**src/rtl/branch_resolve_if.sv**
```systemverilog
// branch_resolve_if
//   Bundle between the execute stage and the branch resolver.
//   master: execute stage side (drives ex_*, receives training/redirect/flush)
//   slave : branch_resolve side (receives ex_*, drives upd_*, redirect_*, flush)
//
//   ex_valid, ex_opcode, ex_pc, ex_index, ex_hit, ex_pred_taken,
//   ex_pred_target, ex_taken, ex_target          execute-stage branch info
//   upd_valid, upd_index, upd_taken, upd_target  BHT training update
//   redirect_valid, redirect_pc                  fetch redirect pulse
//   flush                                        front-end squash
interface branch_resolve_if #(
    parameter int IDX_W  = 4,
    parameter int ADDR_W = 32
);
    logic              ex_valid;
    logic [5:0]        ex_opcode;
    logic [ADDR_W-1:0] ex_pc;
    logic [IDX_W-1:0]  ex_index;
    logic              ex_hit;
    logic              ex_pred_taken;
    logic [ADDR_W-1:0] ex_pred_target;
    logic              ex_taken;
    logic [ADDR_W-1:0] ex_target;

    logic              upd_valid;
    logic [IDX_W-1:0]  upd_index;
    logic              upd_taken;
    logic [ADDR_W-1:0] upd_target;
    logic              redirect_valid;
    logic [ADDR_W-1:0] redirect_pc;
    logic              flush;

    modport master (
        output ex_valid, ex_opcode, ex_pc, ex_index, ex_hit,
               ex_pred_taken, ex_pred_target, ex_taken, ex_target,
        input  upd_valid, upd_index, upd_taken, upd_target,
               redirect_valid, redirect_pc, flush
    );

    modport slave (
        input  ex_valid, ex_opcode, ex_pc, ex_index, ex_hit,
               ex_pred_taken, ex_pred_target, ex_taken, ex_target,
        output upd_valid, upd_index, upd_taken, upd_target,
               redirect_valid, redirect_pc, flush
    );
endinterface

```
**src/rtl/branch_resolve.sv**
```systemverilog
// branch_resolve
//   Execute-stage resolution of BHT predictions. Compares the prediction
//   carried down from fetch with the actual outcome, emits one BHT training
//   update per resolved branch, and on a mispredict emits a one-cycle
//   redirect plus a FLUSH_CYCLES-long front-end flush. Branches seen while
//   flushing are wrong-path and ignored. All outputs are registered.
//
//   Ports:
//     clk, rst   clock, synchronous active-high reset
//     bus        branch_resolve_if.slave (ex_* in; upd_*, redirect_*, flush out)
//     stat_*     optional 16-bit saturating counters (branches, mispredicts,
//                target-only mispredicts), present only when the macro
//                BRANCH_RESOLVE_STATS_EN is defined
module branch_resolve #(
    parameter int IDX_W        = 4,
    parameter int ADDR_W       = 32,
    parameter int FLUSH_CYCLES = 2
) (
    input  logic                    clk,
    input  logic                    rst,
`ifdef BRANCH_RESOLVE_STATS_EN
    output logic [15:0]             stat_branches,
    output logic [15:0]             stat_mispredicts,
    output logic [15:0]             stat_tgt_miss,
`endif
    branch_resolve_if.slave         bus
);

    localparam logic [3:0] FLUSH_LOAD = 4'(FLUSH_CYCLES);

    typedef enum logic {
        IDLE  = 1'b0,
        FLUSH = 1'b1
    } state_t;

    state_t      state_q, state_d;
    logic [3:0]  cnt_q, cnt_d;

    logic              is_branch_p0;
    logic              br_p0;
    logic              dir_miss_p0;
    logic              tgt_miss_p0;
    logic              mis_p0;
    logic [ADDR_W-1:0] redir_pc_p0;

    // ---- execute-stage resolution (p0) ----
    // Opcodes 4..7 share the pattern 0001xx.
    assign is_branch_p0 = (bus.ex_opcode[5:2] == 4'b0001);
    assign br_p0        = bus.ex_valid && is_branch_p0 && (state_q == IDLE);

    // A BHT miss is treated as a not-taken prediction, so only a taken
    // branch can mispredict; its target is never compared.
    assign dir_miss_p0  = bus.ex_hit ? (bus.ex_pred_taken != bus.ex_taken) : bus.ex_taken;
    assign tgt_miss_p0  = bus.ex_hit && bus.ex_pred_taken && bus.ex_taken &&
                          (bus.ex_pred_target != bus.ex_target);
    assign mis_p0       = dir_miss_p0 || tgt_miss_p0;

    // Fall-through wraps modulo 2^ADDR_W.
    assign redir_pc_p0  = bus.ex_taken ? bus.ex_target : (bus.ex_pc + ADDR_W'(4));

    always_comb begin
        state_d = state_q;
        cnt_d   = cnt_q;
        case (state_q)
            IDLE: begin
                if (br_p0 && mis_p0) begin
                    state_d = FLUSH;
                    cnt_d   = FLUSH_LOAD;
                end
            end
            FLUSH: begin
                if (cnt_q == 4'd1) begin
                    state_d = IDLE;
                    cnt_d   = 4'd0;
                end else begin
                    cnt_d   = cnt_q - 4'd1;
                end
            end
            default: begin
                state_d = IDLE;
                cnt_d   = 4'd0;
            end
        endcase
    end

    // ---- registered outputs (p1) ----
    always_ff @(posedge clk) begin
        if (rst) begin
            state_q            <= IDLE;
            cnt_q              <= 4'd0;
            bus.upd_valid      <= 1'b0;
            bus.upd_index      <= '0;
            bus.upd_taken      <= 1'b0;
            bus.upd_target     <= '0;
            bus.redirect_valid <= 1'b0;
            bus.redirect_pc    <= '0;
            bus.flush          <= 1'b0;
        end else begin
            state_q            <= state_d;
            cnt_q              <= cnt_d;
            bus.upd_valid      <= br_p0;
            bus.redirect_valid <= br_p0 && mis_p0;
            // flush mirrors the registered FSM state so it is high for
            // exactly the cycles spent in FLUSH.
            bus.flush          <= (state_d == FLUSH);
            if (br_p0) begin
                bus.upd_index  <= bus.ex_index;
                bus.upd_taken  <= bus.ex_taken;
                bus.upd_target <= bus.ex_target;
            end
            if (br_p0 && mis_p0) begin
                bus.redirect_pc <= redir_pc_p0;
            end
        end
    end

`ifdef BRANCH_RESOLVE_STATS_EN
    function automatic logic [15:0] sat_inc(input logic [15:0] v);
        return (v == 16'hFFFF) ? v : v + 16'd1;
    endfunction

    always_ff @(posedge clk) begin
        if (rst) begin
            stat_branches    <= 16'd0;
            stat_mispredicts <= 16'd0;
            stat_tgt_miss    <= 16'd0;
        end else if (br_p0) begin
            stat_branches <= sat_inc(stat_branches);
            if (mis_p0) begin
                stat_mispredicts <= sat_inc(stat_mispredicts);
            end
            // Direction correct, target wrong.
            if (tgt_miss_p0) begin
                stat_tgt_miss <= sat_inc(stat_tgt_miss);
            end
        end
    end
`endif

endmodule

```
**src/flat_wrapper.sv**
```systemverilog
// flat-port wrapper written by rule: the top's interface ports become plain ports
module branch_resolve_flat 
#(
    parameter int IDX_W        = 4,
    parameter int ADDR_W       = 32,
    parameter int FLUSH_CYCLES = 2
)
  (clk, rst, bus_ex_valid, bus_ex_opcode, bus_ex_pc, bus_ex_index, bus_ex_hit, bus_ex_pred_taken, bus_ex_pred_target, bus_ex_taken, bus_ex_target, bus_upd_valid, bus_upd_index, bus_upd_taken, bus_upd_target, bus_redirect_valid, bus_redirect_pc, bus_flush);
  branch_resolve_if #(.IDX_W(IDX_W), .ADDR_W(ADDR_W)) bus_i ();
  input  logic clk;
  input  logic rst;
  input wire logic [$bits(bus_i.ex_valid)-1:0] bus_ex_valid;
  input wire logic [$bits(bus_i.ex_opcode)-1:0] bus_ex_opcode;
  input wire logic [$bits(bus_i.ex_pc)-1:0] bus_ex_pc;
  input wire logic [$bits(bus_i.ex_index)-1:0] bus_ex_index;
  input wire logic [$bits(bus_i.ex_hit)-1:0] bus_ex_hit;
  input wire logic [$bits(bus_i.ex_pred_taken)-1:0] bus_ex_pred_taken;
  input wire logic [$bits(bus_i.ex_pred_target)-1:0] bus_ex_pred_target;
  input wire logic [$bits(bus_i.ex_taken)-1:0] bus_ex_taken;
  input wire logic [$bits(bus_i.ex_target)-1:0] bus_ex_target;
  output wire logic [$bits(bus_i.upd_valid)-1:0] bus_upd_valid;
  output wire logic [$bits(bus_i.upd_index)-1:0] bus_upd_index;
  output wire logic [$bits(bus_i.upd_taken)-1:0] bus_upd_taken;
  output wire logic [$bits(bus_i.upd_target)-1:0] bus_upd_target;
  output wire logic [$bits(bus_i.redirect_valid)-1:0] bus_redirect_valid;
  output wire logic [$bits(bus_i.redirect_pc)-1:0] bus_redirect_pc;
  output wire logic [$bits(bus_i.flush)-1:0] bus_flush;
  assign bus_i.ex_valid = bus_ex_valid;
  assign bus_i.ex_opcode = bus_ex_opcode;
  assign bus_i.ex_pc = bus_ex_pc;
  assign bus_i.ex_index = bus_ex_index;
  assign bus_i.ex_hit = bus_ex_hit;
  assign bus_i.ex_pred_taken = bus_ex_pred_taken;
  assign bus_i.ex_pred_target = bus_ex_pred_target;
  assign bus_i.ex_taken = bus_ex_taken;
  assign bus_i.ex_target = bus_ex_target;
  assign bus_upd_valid = bus_i.upd_valid;
  assign bus_upd_index = bus_i.upd_index;
  assign bus_upd_taken = bus_i.upd_taken;
  assign bus_upd_target = bus_i.upd_target;
  assign bus_redirect_valid = bus_i.redirect_valid;
  assign bus_redirect_pc = bus_i.redirect_pc;
  assign bus_flush = bus_i.flush;
  branch_resolve #(.IDX_W(IDX_W), .ADDR_W(ADDR_W), .FLUSH_CYCLES(FLUSH_CYCLES)) u_core (.clk(clk), .rst(rst), .bus(bus_i));
endmodule
```
**config.mk**
```make
export PLATFORM = sky130hd
export DESIGN_NAME = branch_resolve_flat
export DESIGN_NICKNAME = d
export VERILOG_FILES = /design/src/rtl/branch_resolve_if.sv /design/src/rtl/branch_resolve.sv /design/src/flat_wrapper.sv
export SDC_FILE = /design/constraint.sdc
export NUM_CORES = 1
export LEC_CHECK = 0
export CAP_MARGIN = 5
export CORE_ASPECT_RATIO = 1.1
export CORE_MARGIN = 10
export CORE_UTILIZATION = 38
export DETAILED_ROUTE_END_ITERATION = 8
export PLACE_DENSITY = 0.72
export SYNTH_ARGS = -nofsm -noshare
export SYNTH_HDL_FRONTEND = slang
export SYNTH_SLANG_ARGS = --single-unit
```
**constraint.sdc**
```tcl
create_clock -name clk -period 2.26 [get_ports clk]
set_clock_uncertainty 0.05 [all_clocks]
set_input_delay 0.226 -clock clk [delete_from_list [all_inputs] [get_ports clk]]
set_output_delay 0.226 -clock clk [all_outputs]
set_load 0.1 [all_outputs]
```
==> impl_metrics.json, run 1 <==
{
  "status": "finished, final reports clean",
  "grt_util_met3": 0.0459,
  "slowest_stage": "clkdlybuf4s50_1",
  "peakVddDrop_mv": 0.305,
  "synth.comb.largest_family": "simple AND/OR/NAND/NOR gates",
  "worstHoldStart": "bus_ex_target[9]",
  "drtPass1Iterations": 5,
  "worstReg2RegEnd": "u_core.cnt_q[3]",
  "r2r_cells": 5,
  "most_common_cell": "nand2_1",
  "die_h_um": 129,
  "place_area_um2": 6450,
  "dr_wl_met3_mm": 1.27,
  "worst_hold_slack_ns": 0.215,
  "warning_count": 30,
  "cts_made_buffers": 9,
  "via_per_inst": 5.33,
  "met2_usage": 0.389,
  "mux_share": 0.0244,
  "lay_top_cells": "154 x buf_4, 104 x clkdlybuf4s50_1, 100 x nand2_1, 75 x dfxtp_1, 52 x a21oi_1",
  "crit_buf_inv": 2,
  "seqPwrFrac": 0.381,
  "chipArea_um2": 15300,
  "aoi_share": 0.202,
  "p_seq_mw": 1.37,
  "crit_top_cell": "nand4_1",
  "power.leakage_nw": 2.77,
  "worstHoldPathCells": 3,
  "critical_path.max_stage_delay_ns": 0.47,
  "grt_first_pass_wirelength_mm": 27.7,
  "p_comb_mw": 0.762,
  "finalHoldViolCount": 0,
  "period_used_share": 0.969,
  "flops": 76,
  "max_freq_ghz": 0.457
}
Figure 1. Routed metal, one colour a layer (run 1).
Scale bar: 20 um.
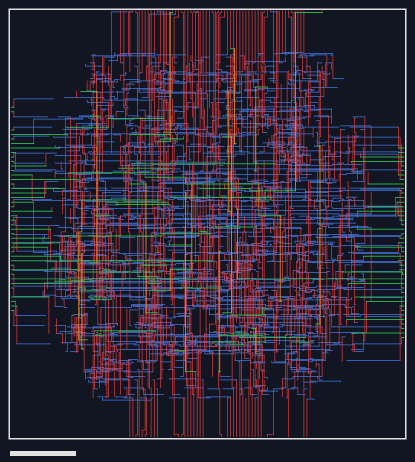
[blue] met1 | wire length: 7,200 um
[green] met3 | wire length: 1,270 um
[red] met2 | wire length: 9,110 um
[orange] met4 | wire length: 637 um
final WL: 18.2 mm
Routed WL per cell: 20.0 um
GRT Util Overall: 0.227
total number of vias: 4,849

Figure 2. Register map, names as in the netlist (run 1).
Scale bar: 20 um.
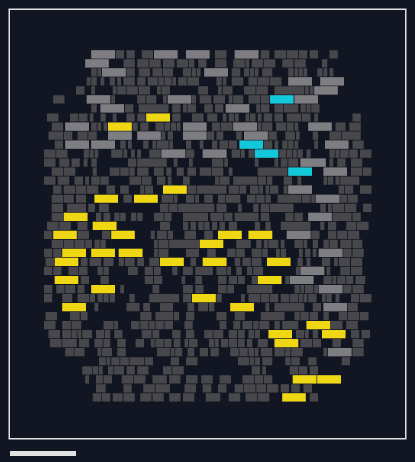
[cyan] `u_core.cnt_q` | placed flops: 4
[yellow] `u_core.bus.redirect_pc` | placed flops: 32
not coloured: 40

Figure 3. Wires at chosen ports, followed through buffers (run 1).
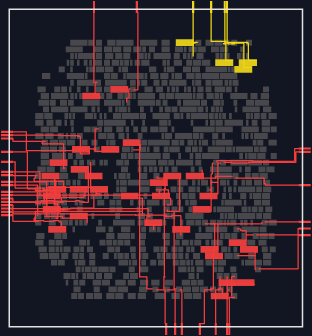
[red] `bus_redirect_pc` | direction: output | edge: 17 west, 7 south, 6 east, 2 north | end cells: 32 | buffers: 32 | wire: 1,610 um
[yellow] `bus_upd_index` | direction: output | edge: north | end cells: 4 | buffers: 4 | wire: 120 um

Figure 4. Sizing map (run 1).
Scale bar: 20 um.
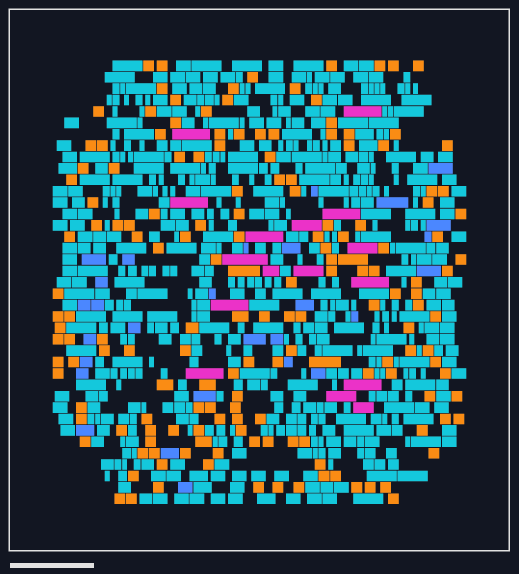
[magenta] drive 6 and up | cells: 16
[cyan] drive 1 or less | cells: 560
[blue] drive 2 | cells: 28
[orange] drive 3 to 4 | cells: 162
Non-Clock Buffer Count: 269
Synth-to-Final Area Change: 67.9%
Finished Cell Area: 6890 um^2
Final WS setup: 0.0711 ns

Figure 5. Clock wiring as the flow saved it (run 1).
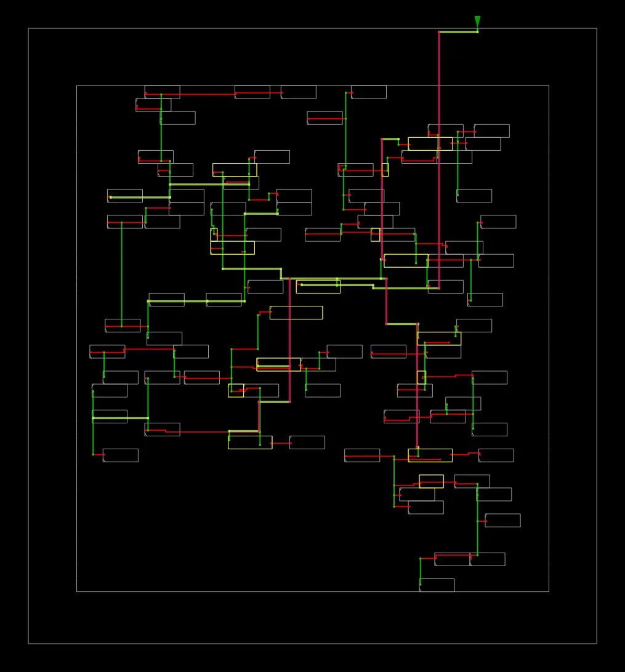

==> run 2: changes to the inputs <==
CORE_UTILIZATION = 42   (was 38)
CTS_CLUSTER_DIAMETER = 200   (was unset)
PLACE_DENSITY = 0.79   (was 0.72)
Figure 6. Clock wiring as the flow saved it (run 2).
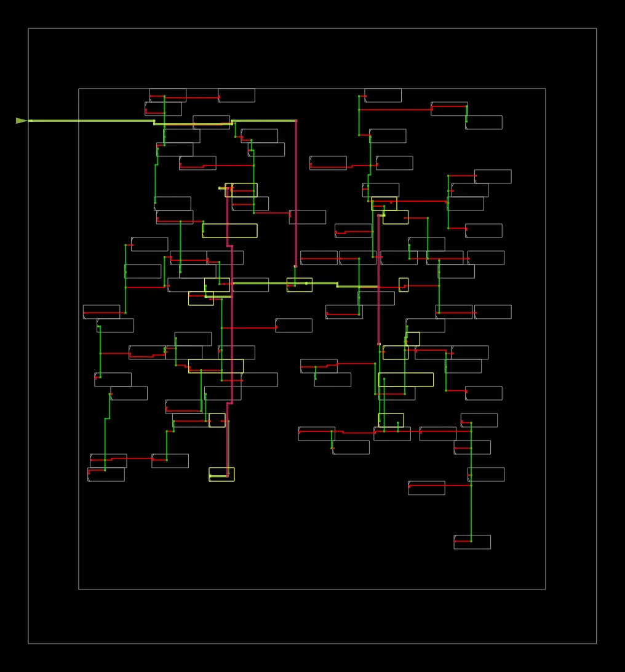
worst skew pair latency: 0.36 ns
clk sink count: 76
seq_cells: 76
CTS buffer count: 9
clock-net power: 1.28 mW

==> impl_metrics.json, run 2 <==
{
  "p_comb_mw": 0.749,
  "warning_count": 30,
  "drtPass1Iterations": 5,
  "aoi_share": 0.202,
  "worstHoldStart": "bus_ex_target[14]",
  "top_cell_area_share": 0.371,
  "most_common_cell": "nand2_1",
  "crit_top_cell": "buf_4",
  "num_vias": 4899,
  "finalHoldViolCount": 0,
  "place_ws_ns": -0.353,
  "design_area_um2": 6690,
  "critical_path.max_stage_delay_ns": 0.54,
  "die_h_um": 124,
  "worst_hold_slack_ns": 0.301,
  "mux_share": 0.0244,
  "via_per_inst": 5.58,
  "r2r_cells": 5,
  "lay_top_cells": "150 x buf_4, 105 x clkdlybuf4s50_1, 98 x nand2_1, 75 x dfxtp_1, 52 x a21oi_1",
  "max_freq_ghz": 0.449,
  "n_all_buffers": 263,
  "worstReg2RegEnd": "u_core.bus.redirect_pc[0]",
  "drt-total-wl_mm": 17.5,
  "met2_usage": 0.415,
  "place_area_um2": 6380,
  "routedWlPerCell_um": 19.9,
  "p_sw_mw": 0.940,
  "grt_first_pass_wirelength_mm": 26.4,
  "die_w_um": 114,
  "grt_util_met3": 0.0688,
  "peakVddDrop_mv": 0.337,
  "syn_to_final_growth_pct": 63.1,
  "seqPwrFrac": 0.402,
  "cts_tree": "yes",
  "worstMarginPinSlew_ns": 0.709,
  "mostFrequentLayoutCell": "buf_4",
  "mappedNetlistNets": 635,
  "synth.comb.largest_family": "simple AND/OR/NAND/NOR gates",
  "period_used_share": 0.987,
  "p_seq_mw": 1.36,
  "dr_wl_met3_mm": 1.47,
  "crit_path_end_kind": "register",
  "dpl.cell_count": 861,
  "status": "finished, final reports clean",
  "slowest_stage": "clkdlybuf4s50_1",
  "power.leakage_nw": 2.68,
  "nonClkBufAreaFrac": 0.344,
  "fp-utilization": 0.434,
  "setup_slack_ns": 0.0304,
  "chipArea_um2": 14100,
  "worstPathMaxFanout": 5,
  "grt_use_total": 0.236,
  "cts_buffer_depth": 2,
  "tns_ns": 0,
  "reg.largest.list": "u_core.bus.redirect_pc x32, u_core.bus.upd_target x32",
  "crit_buf_inv": 4,
  "grt_use_met1": 0.263,
  "post-cts-setup-buffers": 0,
  "worstHoldPathCells": 4
}
Figure 7. Routed metal, one colour a layer (run 2).
Scale bar: 20 um.
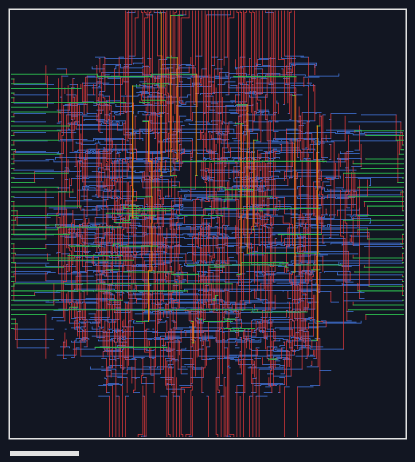

==> run 3: changes to the inputs <==
ABC_CLOCK_PERIOD_IN_PS = 2260   (was unset)
PLACE_DENSITY = 0.92   (was 0.79)
Figure 8. Routed metal, one colour a layer (run 3).
Scale bar: 20 um.
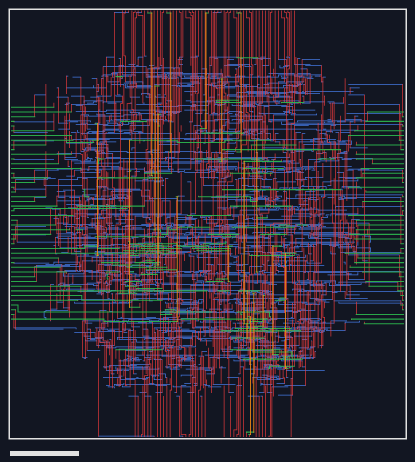
[green] met3 | wire length: 1,900 um
[orange] met4 | wire length: 647 um
[red] met2 | wire length: 8,840 um
[blue] met1 | wire length: 6,420 um
final WL: 17.8 mm
Routed WL per cell: 20.3 um
GRT Util Overall: 0.240
total number of vias: 5,049

==> impl_metrics.json, run 3 <==
{
  "worstHoldPathCells": 3,
  "dpl.cell_count": 860,
  "mappedNetlistNets": 635,
  "r2r_cells": 5,
  "most_common_cell": "nand2_1",
  "syn_to_final_growth_pct": 62.1,
  "power.leakage_nw": 2.62,
  "cts_tree": "yes",
  "worstMarginPinSlew_ns": 0.706,
  "drtPass1Iterations": 5,
  "mostFrequentLayoutCell": "buf_4",
  "tns_ns": 0,
  "setup_slack_ns": 0.0609,
  "clkLatencyLatePin_ns": 0.35,
  "top_cell_area_share": 0.371,
  "dr_wl_met3_mm": 1.90,
  "grt_first_pass_wirelength_mm": 26.9,
  "met2_usage": 0.420,
  "netlist_area_um2": 4100,
  "p_comb_mw": 0.748,
  "place_area_um2": 6370,
  "crit_buf_inv": 2,
  "die_w_um": 114,
  "design_area_um2": 6650,
  "die_h_um": 124,
  "chipArea_um2": 14100,
  "p_seq_mw": 1.36,
  "grt_util_met3": 0.0717,
  "worst_hold_slack_ns": 0.359,
  "worstHoldStart": "bus_ex_index[1]",
  "max_freq_ghz": 0.455,
  "cts_buffer_depth": 2,
  "status": "finished, final reports clean",
  "cts_made_buffers": 9,
  "peakVddDrop_mv": 0.334,
  "worstReg2RegEnd": "u_core.cnt_q[3]",
  "post-cts-setup-buffers": 0,
  "seqPwrFrac": 0.417,
  "grt_use_met1": 0.265,
  "warning_count": 29,
  "nonClkBufAreaFrac": 0.346,
  "lay_top_cells": "151 x buf_4, 108 x clkdlybuf4s50_1, 100 x nand2_1, 75 x dfxtp_1, 52 x a21oi_1",
  "critical_path.max_stage_delay_ns": 0.56,
  "reg.largest.list": "u_core.bus.redirect_pc x32, u_core.bus.upd_target x32",
  "mux_share": 0.0244,
  "period_used_share": 0.973,
  "slowest_stage": "or4_4",
  "place_ws_ns": -0.462,
  "power_clock_mw": 1.16,
  "fp-utilization": 0.434,
  "crit_path_end_kind": "register"
}
Power and IR drop assume default switching activity.
